Fig. 1: run 1, cell density map
13 x 13 tiles, from white (low) to dark blue (high), 0 to 100% covered.
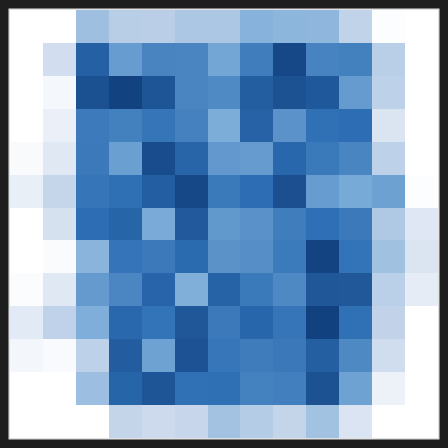
Fig. 2: run 1, cells colored by class
Bar = 50 µm. Fill, decap, tap and diode cells in gray.
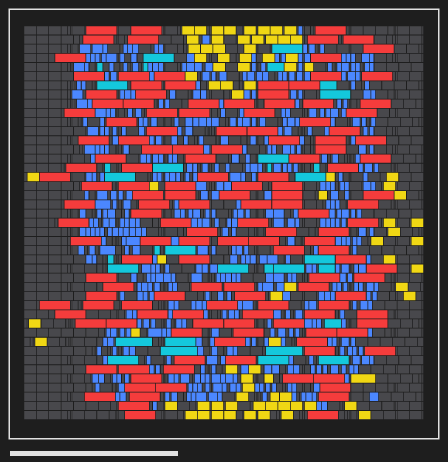
Fig. 3: run 1, met4 routing
Bar = 50 µm. Supply wires on this layer in gray. Cells faint in the background.
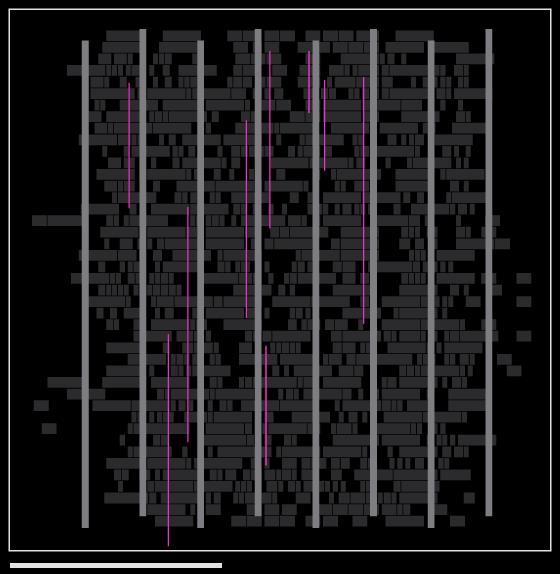
Fig. 4: run 1, M1 wires
Supply wires on this layer in gray.
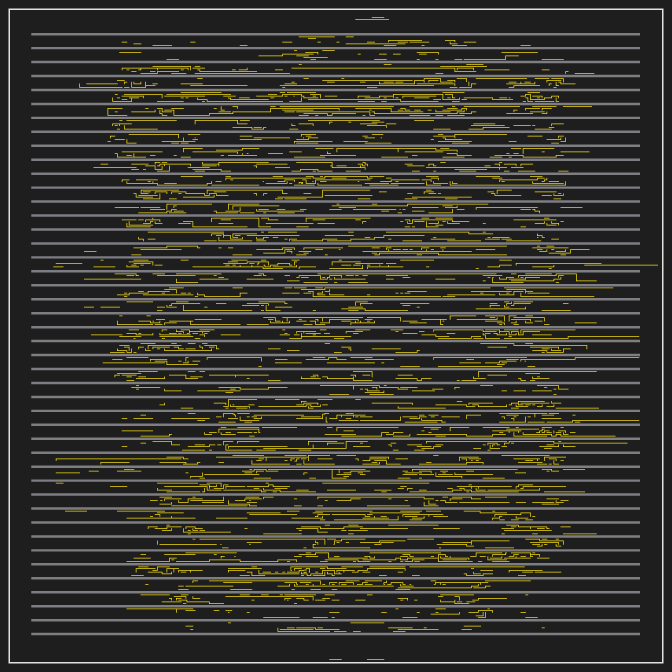
`src/rtl/spi_slave.sv`:
```
// -----------------------------------------------------------------------------
// spi_slave
//
// SPI target for boards where the SoC is the slave end of the SPI link.
// sclk, ss and mosi are oversampled in the clk domain (clk >= 8x sclk).
// Full DATA_W-bit words are shifted LSB first. The master drives mosi and
// samples miso on sclk falling edges. The slave samples mosi on sclk rising
// edges and advances miso on sclk falling edges.
//
// Register map (sel/we/address control port):
//   0 SLV_TX     : write loads tx_reg and clears tx_empty; read returns tx_reg
//   1 SLV_RX     : read returns rx_reg; the read clears rx_valid
//   2 SLV_STATUS : {busy, tx_empty, frame_err, overrun, rx_valid};
//                  a write of 1 to bit 1 or bit 2 clears overrun or frame_err
//   3 reserved   : reads 0, writes ignored
//
// Ports:
//   clk, rst          system clock, asynchronous active-high reset
//   sclk, ss, mosi    SPI pins from the master, asynchronous to clk
//   miso              SPI data to the master
//   data_in/data_out  control write data / combinational read data
//   address, we, sel  control register select, write enable, access strobe
//   interrupt         one-clk pulse when a good word has been received
// -----------------------------------------------------------------------------
module spi_slave #(
  parameter int DATA_W = 32,
  parameter int ADDR_W = 2
) (
  input  logic              clk,
  input  logic              rst,
  input  logic              sclk,
  input  logic              ss,
  input  logic              mosi,
  output logic              miso,
  input  logic [DATA_W-1:0] data_in,
  output logic [DATA_W-1:0] data_out,
  input  logic [ADDR_W-1:0] address,
  input  logic              we,
  input  logic              sel,
  output logic              interrupt
);

  localparam int CNT_W = $clog2(DATA_W + 1);
  localparam logic [CNT_W-1:0] FULL_CNT = CNT_W'(DATA_W);

  typedef enum logic [1:0] {
    ST_IDLE,
    ST_ACTIVE,
    ST_DONE
  } state_t;

  // Synchronisers. The third flop on sclk and ss gives edge detection.
  logic r_sclk_meta, r_sclk_s, r_sclk_d;
  logic r_ss_meta, r_ss_s, r_ss_d;
  logic r_mosi_meta, r_mosi_s;

  // Core state
  state_t            r_state;
  logic [CNT_W-1:0]  r_bit_cnt;
  logic              r_extra;      // rising edges seen after the counter saturated
  logic [DATA_W-1:0] r_rx_shift;
  logic [DATA_W-1:0] r_tx_shift;
  logic [DATA_W-1:0] r_tx_reg;
  logic [DATA_W-1:0] r_rx_reg;
  logic              r_rx_valid;
  logic              r_overrun;
  logic              r_frame_err;
  logic              r_tx_empty;
  logic              r_interrupt;

  logic w_sclk_rise, w_sclk_fall, w_ss_fall, w_ss_rise;
  logic w_wr_tx, w_wr_status, w_rd_rx, w_frame_good;

  // The ss flops reset low so that a slave released from reset with ss
  // already low never sees a fall event and stays IDLE.
  // NOTE: every clocked process uses non-blocking (<=) assignments so all
  // flops sample the same pre-edge values; blocking here would create races.
  always_ff @(posedge clk or posedge rst) begin
    if (rst) begin
      r_sclk_meta <= 1'b0;
      r_sclk_s    <= 1'b0;
      r_sclk_d    <= 1'b0;
      r_ss_meta   <= 1'b0;
      r_ss_s      <= 1'b0;
      r_ss_d      <= 1'b0;
      r_mosi_meta <= 1'b0;
      r_mosi_s    <= 1'b0;
    end else begin
      r_sclk_meta <= sclk;
      r_sclk_s    <= r_sclk_meta;
      r_sclk_d    <= r_sclk_s;
      r_ss_meta   <= ss;
      r_ss_s      <= r_ss_meta;
      r_ss_d      <= r_ss_s;
      r_mosi_meta <= mosi;
      r_mosi_s    <= r_mosi_meta;
    end
  end

  assign w_sclk_rise = r_sclk_s & ~r_sclk_d;
  assign w_sclk_fall = ~r_sclk_s & r_sclk_d;
  assign w_ss_fall   = ~r_ss_s & r_ss_d;
  assign w_ss_rise   = r_ss_s & ~r_ss_d;

  assign w_wr_tx     = sel & we & (address == ADDR_W'(0));
  assign w_wr_status = sel & we & (address == ADDR_W'(2));
  assign w_rd_rx     = sel & ~we & (address == ADDR_W'(1));

  assign w_frame_good = (r_bit_cnt == FULL_CNT) & ~r_extra;

  // FSM plus datapath. Register-port effects are written first; the FSM's
  // hardware sets come later in the block, so a set issued in the same clk
  // as a clear takes precedence.
  always_ff @(posedge clk or posedge rst) begin
    if (rst) begin
      r_state     <= ST_IDLE;
      r_bit_cnt   <= '0;
      r_extra     <= 1'b0;
      r_rx_shift  <= '0;
      r_tx_shift  <= '0;
      r_tx_reg    <= '0;
      r_rx_reg    <= '0;
      r_rx_valid  <= 1'b0;
      r_overrun   <= 1'b0;
      r_frame_err <= 1'b0;
      r_tx_empty  <= 1'b0;
      r_interrupt <= 1'b0;
    end else begin
      r_interrupt <= 1'b0;

      if (w_wr_tx) begin
        r_tx_reg   <= data_in;
        r_tx_empty <= 1'b0;
      end
      if (w_rd_rx) begin
        r_rx_valid <= 1'b0;
      end
      if (w_wr_status) begin
        if (data_in[1]) r_overrun   <= 1'b0;
        if (data_in[2]) r_frame_err <= 1'b0;
      end

      case (r_state)
        ST_IDLE: begin
          // Keep the shifter primed so miso already shows bit 0 when ss falls.
          r_tx_shift <= r_tx_reg;
          if (w_ss_fall) begin
            r_state    <= ST_ACTIVE;
            r_bit_cnt  <= '0;
            r_extra    <= 1'b0;
            r_rx_shift <= '0;
          end
        end

        ST_ACTIVE: begin
          if (w_sclk_rise) begin
            if (r_bit_cnt == FULL_CNT) begin
              r_extra <= 1'b1;
            end else begin
              r_bit_cnt  <= r_bit_cnt + 1'b1;
              r_rx_shift <= {r_mosi_s, r_rx_shift[DATA_W-1:1]};
            end
          end
          if (w_sclk_fall) begin
            r_tx_shift <= {1'b0, r_tx_shift[DATA_W-1:1]};
          end
          if (w_ss_rise) begin
            r_state <= ST_DONE;
          end
        end

        ST_DONE: begin
          r_state <= ST_IDLE;
          // A TX write landing in this clk holds fresh data, so it keeps
          // tx_empty low.
          if (!w_wr_tx) begin
            r_tx_empty <= 1'b1;
          end
          if (w_frame_good) begin
            r_rx_reg    <= r_rx_shift;
            r_rx_valid  <= 1'b1;
            r_interrupt <= 1'b1;
            // A read in this same clk has consumed the old word: no overrun.
            if (r_rx_valid && !w_rd_rx) begin
              r_overrun <= 1'b1;
            end
          end else begin
            r_frame_err <= 1'b1;
          end
        end

        default: r_state <= ST_IDLE;
      endcase
    end
  end

  assign miso      = r_tx_shift[0];
  assign interrupt = r_interrupt;

  // NOTE: data_out gets a default before the case so no path leaves it
  // unassigned; otherwise synthesis would infer a latch.
  always_comb begin
    data_out = '0;
    case (address)
      ADDR_W'(0): data_out = r_tx_reg;
      ADDR_W'(1): data_out = r_rx_reg;
      ADDR_W'(2): data_out[4:0] = {(r_state != ST_IDLE), r_tx_empty,
                                   r_frame_err, r_overrun, r_rx_valid};
      default:    data_out = '0;
    endcase
  end

endmodule

```
`config.mk`:
```
export PLATFORM = sky130hd
export DESIGN_NAME = spi_slave
export DESIGN_NICKNAME = d
export VERILOG_FILES = /design/src/rtl/spi_slave.sv
export SDC_FILE = /design/constraint.sdc
export NUM_CORES = 1
export LEC_CHECK = 0
export ABC_AREA = 1
export ABC_CLOCK_PERIOD_IN_PS = 4300
export CORE_MARGIN = 4
export CORE_UTILIZATION = 46
export CTS_CLUSTER_SIZE = 24
export DETAILED_ROUTE_END_ITERATION = 8
export PLACE_DENSITY = 0.7
export SYNTH_ARGS = -nofsm -noshare
export SYNTH_HDL_FRONTEND = slang
export SYNTH_SLANG_ARGS = --single-unit
```
`constraint.sdc`:
```
create_clock -name clk -period 4.3 [get_ports clk]
set_input_delay 0.645 -clock clk [delete_from_list [all_inputs] [get_ports clk]]
set_output_delay 0.645 -clock clk [all_outputs]
set_load 0.02 [all_outputs]
```
==> flow_summary.yaml, run 1 <==
# yosys + openroad results
routing:
  routedLengthMet1_mm: 6.44
  ratio_of_routed_vias_to_standard_cells: 5.14
  dr_wl_met3_um: 582
  drt_pass1_iterations: 4
  top_layer: "met4"
  wl_per_cell_um: 14.5
  drt_iter0_drc: 407
  met2RoutedLength_mm: 6.97
  final_antenna_net_count: 0
  drc: 0
die:
  die.size.y_um: 127
  n_tap_cell: 180
  die-width_um: 127
  die_area_um2: 16200
  i_o_pin_count: 75
logic_synthesis:
  yosysWarningCount: 0
  floorplan.nets: 780
  synth-seq-cells: 150
  synth_seq_share: 0.575
  avgSynthCellArea_um2: 8.86
  common_cells: "nand2_1 (188), dfrtp_1 (150), inv_1 (82)"
  yosys.area.top_type: "dfrtp_1"
  netlist_area_um2: 6530
  synth_cell_types: 28
  netlist.area_leader.share: 0.575
  netlist_instances: 737
  yosys-stat-area_um2: 6530
  synth_top_cell_by_count: "nand2_1"
  cell_area_leaders: "dfrtp_1 (58%), nand2_1 (11%), inv_1 (4.7%)"
  synth_top_flop_cell: "dfrtp_1"
  yosysCellCount: 737
  edf_count: 0
  asyncSetResetFlopFracSynth: 1.00
worst_hold_path:
  min-delay-path-class: "flip-flop to flip-flop"
  hold_path_depth: 0
  min_delay_worst_endpoint: "r_mosi_s"
  hold_path_startpoint: "r_mosi_meta"
grt:
  grt_pass1_wl_mm: 23.8
  grt.met2_usage: 0.284
  grt_remaining_overflow: 0
  global_route_met3_utilization: 0.0435
  initial_antenna_violation_count: 0
  pin_count_of_the_biggest_net_entering_global_routing: 81
  grt_util_all_layers: 0.185
  grt_pass1_vias: 4825
  grt_busiest_layer: "met2"
power:
  power.leakage_nw: 3.57
  ir_drop_mv: 0.381
  power-per-cell-area_nw_per_um2: 509
setup_path:
  timing.critical_path.max_delay_family: "buffers and inverters"
  crit_path_end_kind: "output pin"
  slowest_stage: "clkdlybuf4s50_1"
  path_class: "input port to output pin"
  reg_to_reg_start: "r_state[0]"
  r2r_setup_slk_ns: 1.85
  critPathArrivalTime_ns: 2.46
  critical_path_max_stage_delay_ns: 0.56
  r2r-end: "r_rx_shift[30]"
  setup.worst_path.start_class: "input port"
  critPathRequiredTime_ns: 3.65
  crit_start: "address[0]"
  critical_path_buf_inv_count: 5
  cp_cell_sequence: "clkdlybuf4s50_1 > inv_1 > nand2_1 > buf_4 > inv_1 > nand2_1 > o211ai_1 > clkdlybuf4s50_1"
  worstSetupEndpoint: "data_out[2]"
  path_depth: 8
  worst_r2r_path_depth: 8
  path_max_fanout: 30
timing:
  fin_tns_setup_ns: 0
  slew-limit-headroom: 0.312
  number_of_failing_hold_endpoints_at_the_final_stage: 0
  max_freq_mhz: 322
  period_needed_ns: 3.11
  final.setup_skew_ns: 0.00352
  finalClockPeriodUsage: 0.723
  finalSetupViolCount: 0
  worstMarginPinSlew_ns: 1.03
  timing.final.max_slew_violations: 0
  rsz0062_at_grt: "no"
finish:
  clock_area_frac: 0.0770
  nFillCells: 1198
  design.seq.count: 150
  design.final.nets: 839
  multiInputGateArea_um2: 2200
  top_area_cell_class: "registers"
  sequential_cell_area_um2: 3750
  non_clock_inverter_count: 85
  area.share.combinational: 0.277
  num_antenna_cells: 0
  layout.comb_gates.multi_input: 459
  num-nonclk-buffers: 83
  drive_above_1_share: 0.0977
  final-nonclk-buf-share: 0.104
  clock_buffer_count: 23
  layout-area-overhead-vs-synth_pct: 21.5
clocking:
  clock_transition_at_the_register_clock_pins_on_the_worst_setup_and_hold_paths_after_cts_ns: 0.05
  insertion_delay_ns: 0.42
  cts_tree: "done"
  tritoncts_num_sinks: 150
  post_cts.resized_instances: 0
  cts_max_path_buffers: 2
  cts.root.buffer_cell: "clkbuf_16"
  cts-htree-levels: 4
  numCtsBuffers: 17
  postCtsSetupRepairBufs: 0
  cts_hold_buffers: 0
run:
  warning_count: 27
  total_of_max_cap_violations: 0
outcome:
  outcome: "finished clean"
placed_design:
  gp_routability_congestion: 0.928
  dp_hpwl_mm: 9.64
  port_buffers: 74
About Fig. 1:
15% of the tiles are nearly empty. The mean over all tiles is 48%. The densest ninth of the die: center. The fullest tile reaches 93%. The emptiest ninth of the die: lower left. 21% of the tiles are over 75% full.
share of the core filled with cells: 0.571
starting density of the core: 0.470
Core Region: 13,900 µm²

About Fig. 2:
Key: red = flops [cells 150, share of their area 49%]; blue = combinational and other logic [cells 544, share of their area 33%]; cyan = clock drivers and dummy loads [cells 32, share of their area 7.9%]; yellow = other buffers and delay cells [cells 83, share of their area 11%]
number of placement rows: 43
sequential share of cell area: 0.473
cell area after layout: 7930 µm²

About Fig. 3:
7 nets have wire on it. The longest straight run is 57.8 µm. The wires run mostly vertical. The layer holds 2.4% of the routed length.
via count: 5,082
total routed wirelength: 14.3 mm

About Fig. 4:
773 nets have wire on it. The layer holds 45% of the routed length. The wires run mostly horizontal. The layer carries 6,440 µm of wire. The longest straight run is 34.7 µm.
met1 Use GR: 0.256

## run 1: per-stage QoR
stage	power (mW)	setup slack [ns]	hold WS (ns)	std cells	area, µm²
6_report	4.04	1.19	0.346	989	7930
5_1_grt	4.25	1.06	0.352	989	7930
4_1_cts	4.08	1.21	0.349	989	7930
3_5_place_dp	2.55	1.21	0.336	957	7320
3_3_place_gp	2.52	1.25	0.336	957	7320
2_1_floorplan	2.31	1.77	0.331	737	6530
## run 1: cells by family (layout without fill, tap and decap cells)
group / after synthesis / count (layout) / share of synthesized area
buffers and inverters: 128 / 200 / 0.0895
flip-flops: 150 / 150 / 0.575
AND-OR/OR-AND: 175 / 175 / 0.160
adder cells (fa/ha/maj): 2 / 2 / 0.00383
AND/OR/NAND/NOR: 282 / 282 / 0.172
## run 1: cell usage in the layout (no fill, tap or decap), types with 2 or more instances in the layout
master | synthesis | layout
bufinv_16 | 0 | 3
buf_4 | 2 | 8
inv_2 | 3 | 3
clkdlybuf4s50_1 | 0 | 74
o22ai_1 | 27 | 27
clkbuf_1 | 13 | 2
inv_1 | 82 | 81
clkinv_2 | 0 | 5
clkbuf_8 | 0 | 4
o211ai_1 | 3 | 3
nor2_4 | 1 | 2
clkbuf_16 | 0 | 17
o21ai_2 | 20 | 20
nand2_2 | 12 | 13
nand2_1 | 188 | 187
clkinvlp_4 | 0 | 2
dfrtp_1 | 150 | 150
o21ai_1 | 43 | 43
o221ai_1 | 2 | 2
o21ai_0 | 18 | 18
nand3_1 | 10 | 10
a21oi_1 | 29 | 29
ha_1 | 2 | 2
nor2_1 | 66 | 66
nand4_1 | 2 | 2
a31oi_1 | 31 | 31
## run 1: power breakdown
group	switching, mW	total, mW	internal [mW]
Combinational	0.468	0.742	0.274
Clock	0.543	1.51	0.969
Sequential	0.139	1.78	1.64
Total	1.15	4.04	2.89
Fig. 5: run 1, track usage over the die
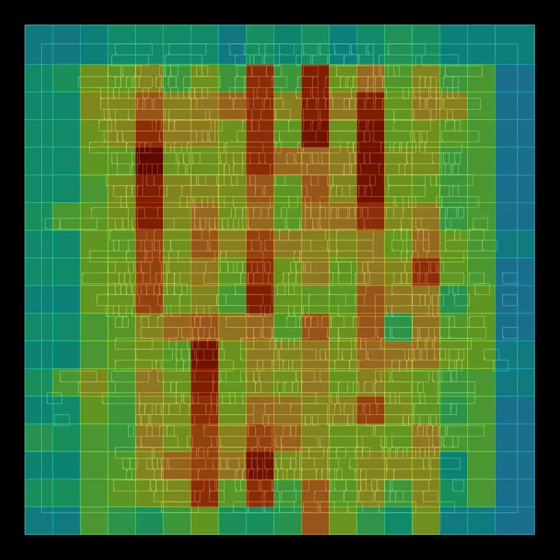

==> run 2: changes to the inputs <==
Settings changed: ABC_CLOCK_PERIOD_IN_PS 4300 to 3100, PLACE_DENSITY 0.7 to 0.68.
Clock period 4.3 ns to 3.1 ns, I/O delays scaled along.
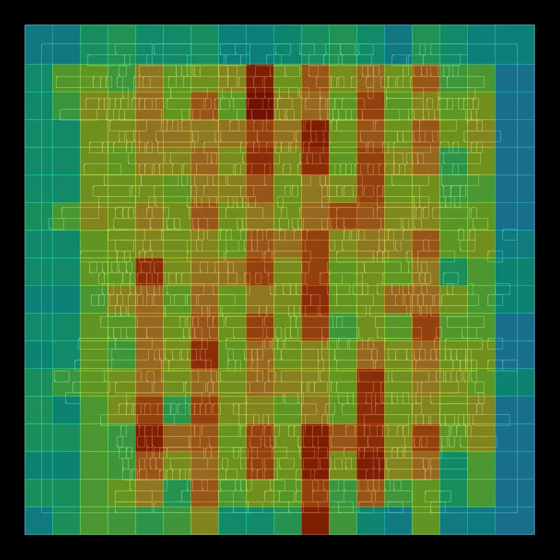
Fig. 6. Track usage over the die (run 2).
GRT busiest layer: met2
met1 Use GR: 0.264
GR met2 Demand/Resource: 0.290

==> run 2 against run 1 <==
Against the previous run: setup slack worse by 0.84 ns; largest cell class unchanged; global-route usage up 0.50 points; die area unchanged.
==> flow_summary.yaml, run 2 <==
# yosys + openroad results
outcome:
  outcome: "finished clean"
logic_synthesis:
  synth_seq_share: 0.575
  yosysCellCount: 737
  yosys.area.top_type: "dfrtp_1"
  synth_top_cell_by_count: "nand2_1"
  edf_count: 0
  synth_top_flop_cell: "dfrtp_1"
  synth_cell_types: 28
  avgSynthCellArea_um2: 8.86
  common_cells: "nand2_1 (188), dfrtp_1 (150), inv_1 (82)"
  synth-seq-cells: 150
  cell_area_leaders: "dfrtp_1 (58%), nand2_1 (11%), inv_1 (4.7%)"
  netlist.area_leader.share: 0.575
  asyncSetResetFlopFracSynth: 1.00
  floorplan.nets: 780
  netlist_instances: 737
  yosysWarningCount: 0
  yosys-stat-area_um2: 6530
  netlist_area_um2: 6530
die:
  core_region_area_um2: 13900
  die-width_um: 127
  i_o_pin_count: 75
  die.size.y_um: 127
  die_area_um2: 16200
  core.rowCount: 43
  fp-utilization: 0.470
power:
  ir_drop_mv: 0.371
  switching_share: 0.282
  power.share.combinational: 0.184
  power-per-cell-area_nw_per_um2: 712
  power.leakage_nw: 3.59
  clk_pwr_share: 0.380
  internal_dissipation_mw: 4.08
  switching_power_mw: 1.60
  finalPower_mw: 5.68
  pwr-share-seq: 0.436
routing:
  drt_pass1_iterations: 5
  met2RoutedLength_mm: 6.88
  drc: 0
  drt_iter0_drc: 398
  ratio_of_routed_vias_to_standard_cells: 5.08
  routedLengthMet1_mm: 6.69
  dr_wl_met3_um: 627
  final_antenna_net_count: 0
  top_layer: "met4"
  wl_per_cell_um: 14.7
clocking:
  tritoncts_num_sinks: 150
  insertion_delay_ns: 0.42
  cts-htree-levels: 4
  cts.root.buffer_cell: "clkbuf_16"
  postCtsSetupRepairBufs: 0
  cts_max_path_buffers: 2
  cts_hold_buffers: 0
  cts_tree: "done"
  numCtsBuffers: 17
  post_cts.resized_instances: 0
  clock_transition_at_the_register_clock_pins_on_the_worst_setup_and_hold_paths_after_cts_ns: 0.05
grt:
  initial_antenna_violation_count: 0
  global_route_met3_utilization: 0.0385
  grt_pass1_vias: 4949
  grt_pass1_wl_mm: 24.4
  pin_count_of_the_biggest_net_entering_global_routing: 101
  grt_remaining_overflow: 0
  grt_util_all_layers: 0.190
timing:
  timing.final.max_slew_violations: 0
  rsz0062_at_grt: "no"
  max_freq_mhz: 364
  finalWorstSetupSlack_ns: 0.353
  number_of_failing_hold_endpoints_at_the_final_stage: 0
  finalClockPeriodUsage: 0.886
  finalSetupViolCount: 0
  final.setup_skew_ns: 0.00936
  fin_tns_setup_ns: 0
  slew-limit-headroom: 0.305
  period_needed_ns: 2.75
  worstMarginPinSlew_ns: 1.04
finish:
  num_antenna_cells: 0
  nFillCells: 1238
  layoutNonFillerInstCount: 989
  utilization: 0.575
  drive_above_1_share: 0.0964
  most_frequently_placed_logic_cells_in_the_final_layout: "nand2_1 (187), dfrtp_1 (150), inv_1 (81), clkdlybuf4s50_1 (74), nor2_1 (66)"
  layout-area-overhead-vs-synth_pct: 22.3
  design.final.nets: 839
  final_common_cell: "nand2_1"
run:
  total_of_max_cap_violations: 0
  warning_count: 29
placed_design:
  dp_hpwl_mm: 9.83
  port_buffers: 74
  gp_routability_congestion: 0.899
  detailedPlace.worstSlack_ns: 0.372
  place.detailed.instances: 957
setup_path:
  critPathRequiredTime_ns: 2.63
  crit_path_end_kind: "output pin"
  slowest_stage: "clkdlybuf4s50_1"
  setup.worst_path.start_class: "input port"
  critPathArrivalTime_ns: 2.28
  cp_cell_sequence: "clkdlybuf4s50_1 > inv_1 > nand2_1 > buf_4 > o22ai_1 > clkdlybuf4s50_1"
  cp_common_cell: "clkdlybuf4s50_1"
  path_class: "input port to output pin"
  critical_path_max_stage_delay_ns: 0.65
  r2r_setup_slk_ns: 1.15
  path_max_fanout: 23
worst_hold_path:
  min-delay-path-class: "flip-flop to flip-flop"
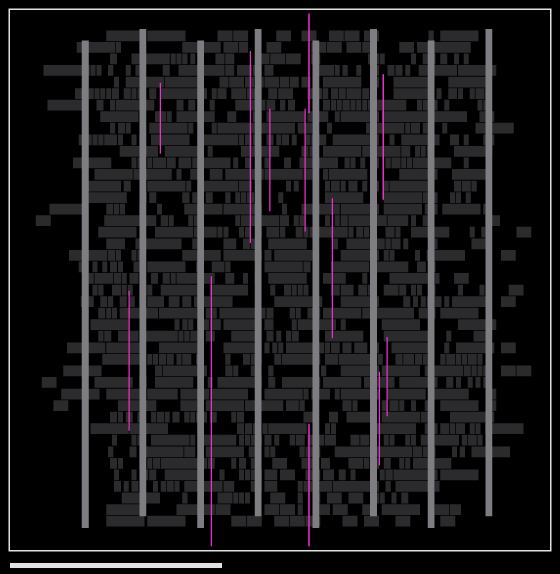
Fig. 7. Met4 routing (run 2).
Bar = 50 µm. Supply wires on this layer in gray. Cells faint in the background.
The layer holds 2.5% of the routed length. The longest straight run is 63.2 µm. The layer carries 363 µm of wire. 8 nets have wire on it. The wires run mostly vertical.
total routed wirelength: 14.6 mm
via count: 5,023

==> run 2: cell counts after synthesis <==
No cell type changed its count.
==> run 2: path summary, 6_finish.rpt <==
kind	start	end	cells after the start
setup / recovery	address[1]	data_out[12]	6
hold / removal	r_ss_meta	r_ss_s	0
setup reg to reg	r_bit_cnt[0]	r_rx_shift[19]	8
hold reg to reg	r_ss_meta	r_ss_s	0
max in group asynchronous	rst	r_rx_reg[24]	3
min in group asynchronous	rst	r_tx_shift[0]	2
==> run 2: critical path: cells and delay by family <==
kind | cells | cell delay, ns
AOI/OAI and AO/OA | 1 | 0.21
buffers and inverters | 4 | 1.42
and+or+nand+nor | 1 | 0.18
==> run 2: cell type report <==
type	count	area, µm²	share of cell area
clock buffer	23	478	0.0599
clock inverter	9	148	0.0185
inverter	85	323	0.0404
multi-input combinational	459	2200	0.275
sequential	150	3750	0.470
tap	180	225	0.0282
timing repair buffer	83	858	0.108
==> run 2: power groups by stage <==
stage	clock, mW	combinational [mW]	sequential [mW]
floorplan	0	0.751	2.46
global placement	0	1.02	2.49
detailed placement	0	1.04	2.50
CTS	2.20	1.06	2.48
global route	2.31	1.17	2.52
finish	2.16	1.04	2.48
==> run 2: cell families (layout without fill, tap and decap cells) <==
| family | Yosys count | after routing | share of synthesized area |
|---|---|---|---|
| buffers and inverters | 128 | 200 | 0.0895 |
| AND/OR/NAND/NOR | 282 | 282 | 0.172 |
| AND-OR/OR-AND | 175 | 175 | 0.160 |
| flip-flops | 150 | 150 | 0.575 |
| adder cells (fa/ha/maj) | 2 | 2 | 0.00383 |
==> run 2: through the flow <==
step,cell area [µm²],hold WS (ns)
finish,7980,0.346
global route,7980,0.359
CTS,7980,0.349
detailed placement,7360,0.336
global placement,7360,0.336
floorplan,6530,0.331
No activity file was given, so power comes from the tool's default toggle rates.
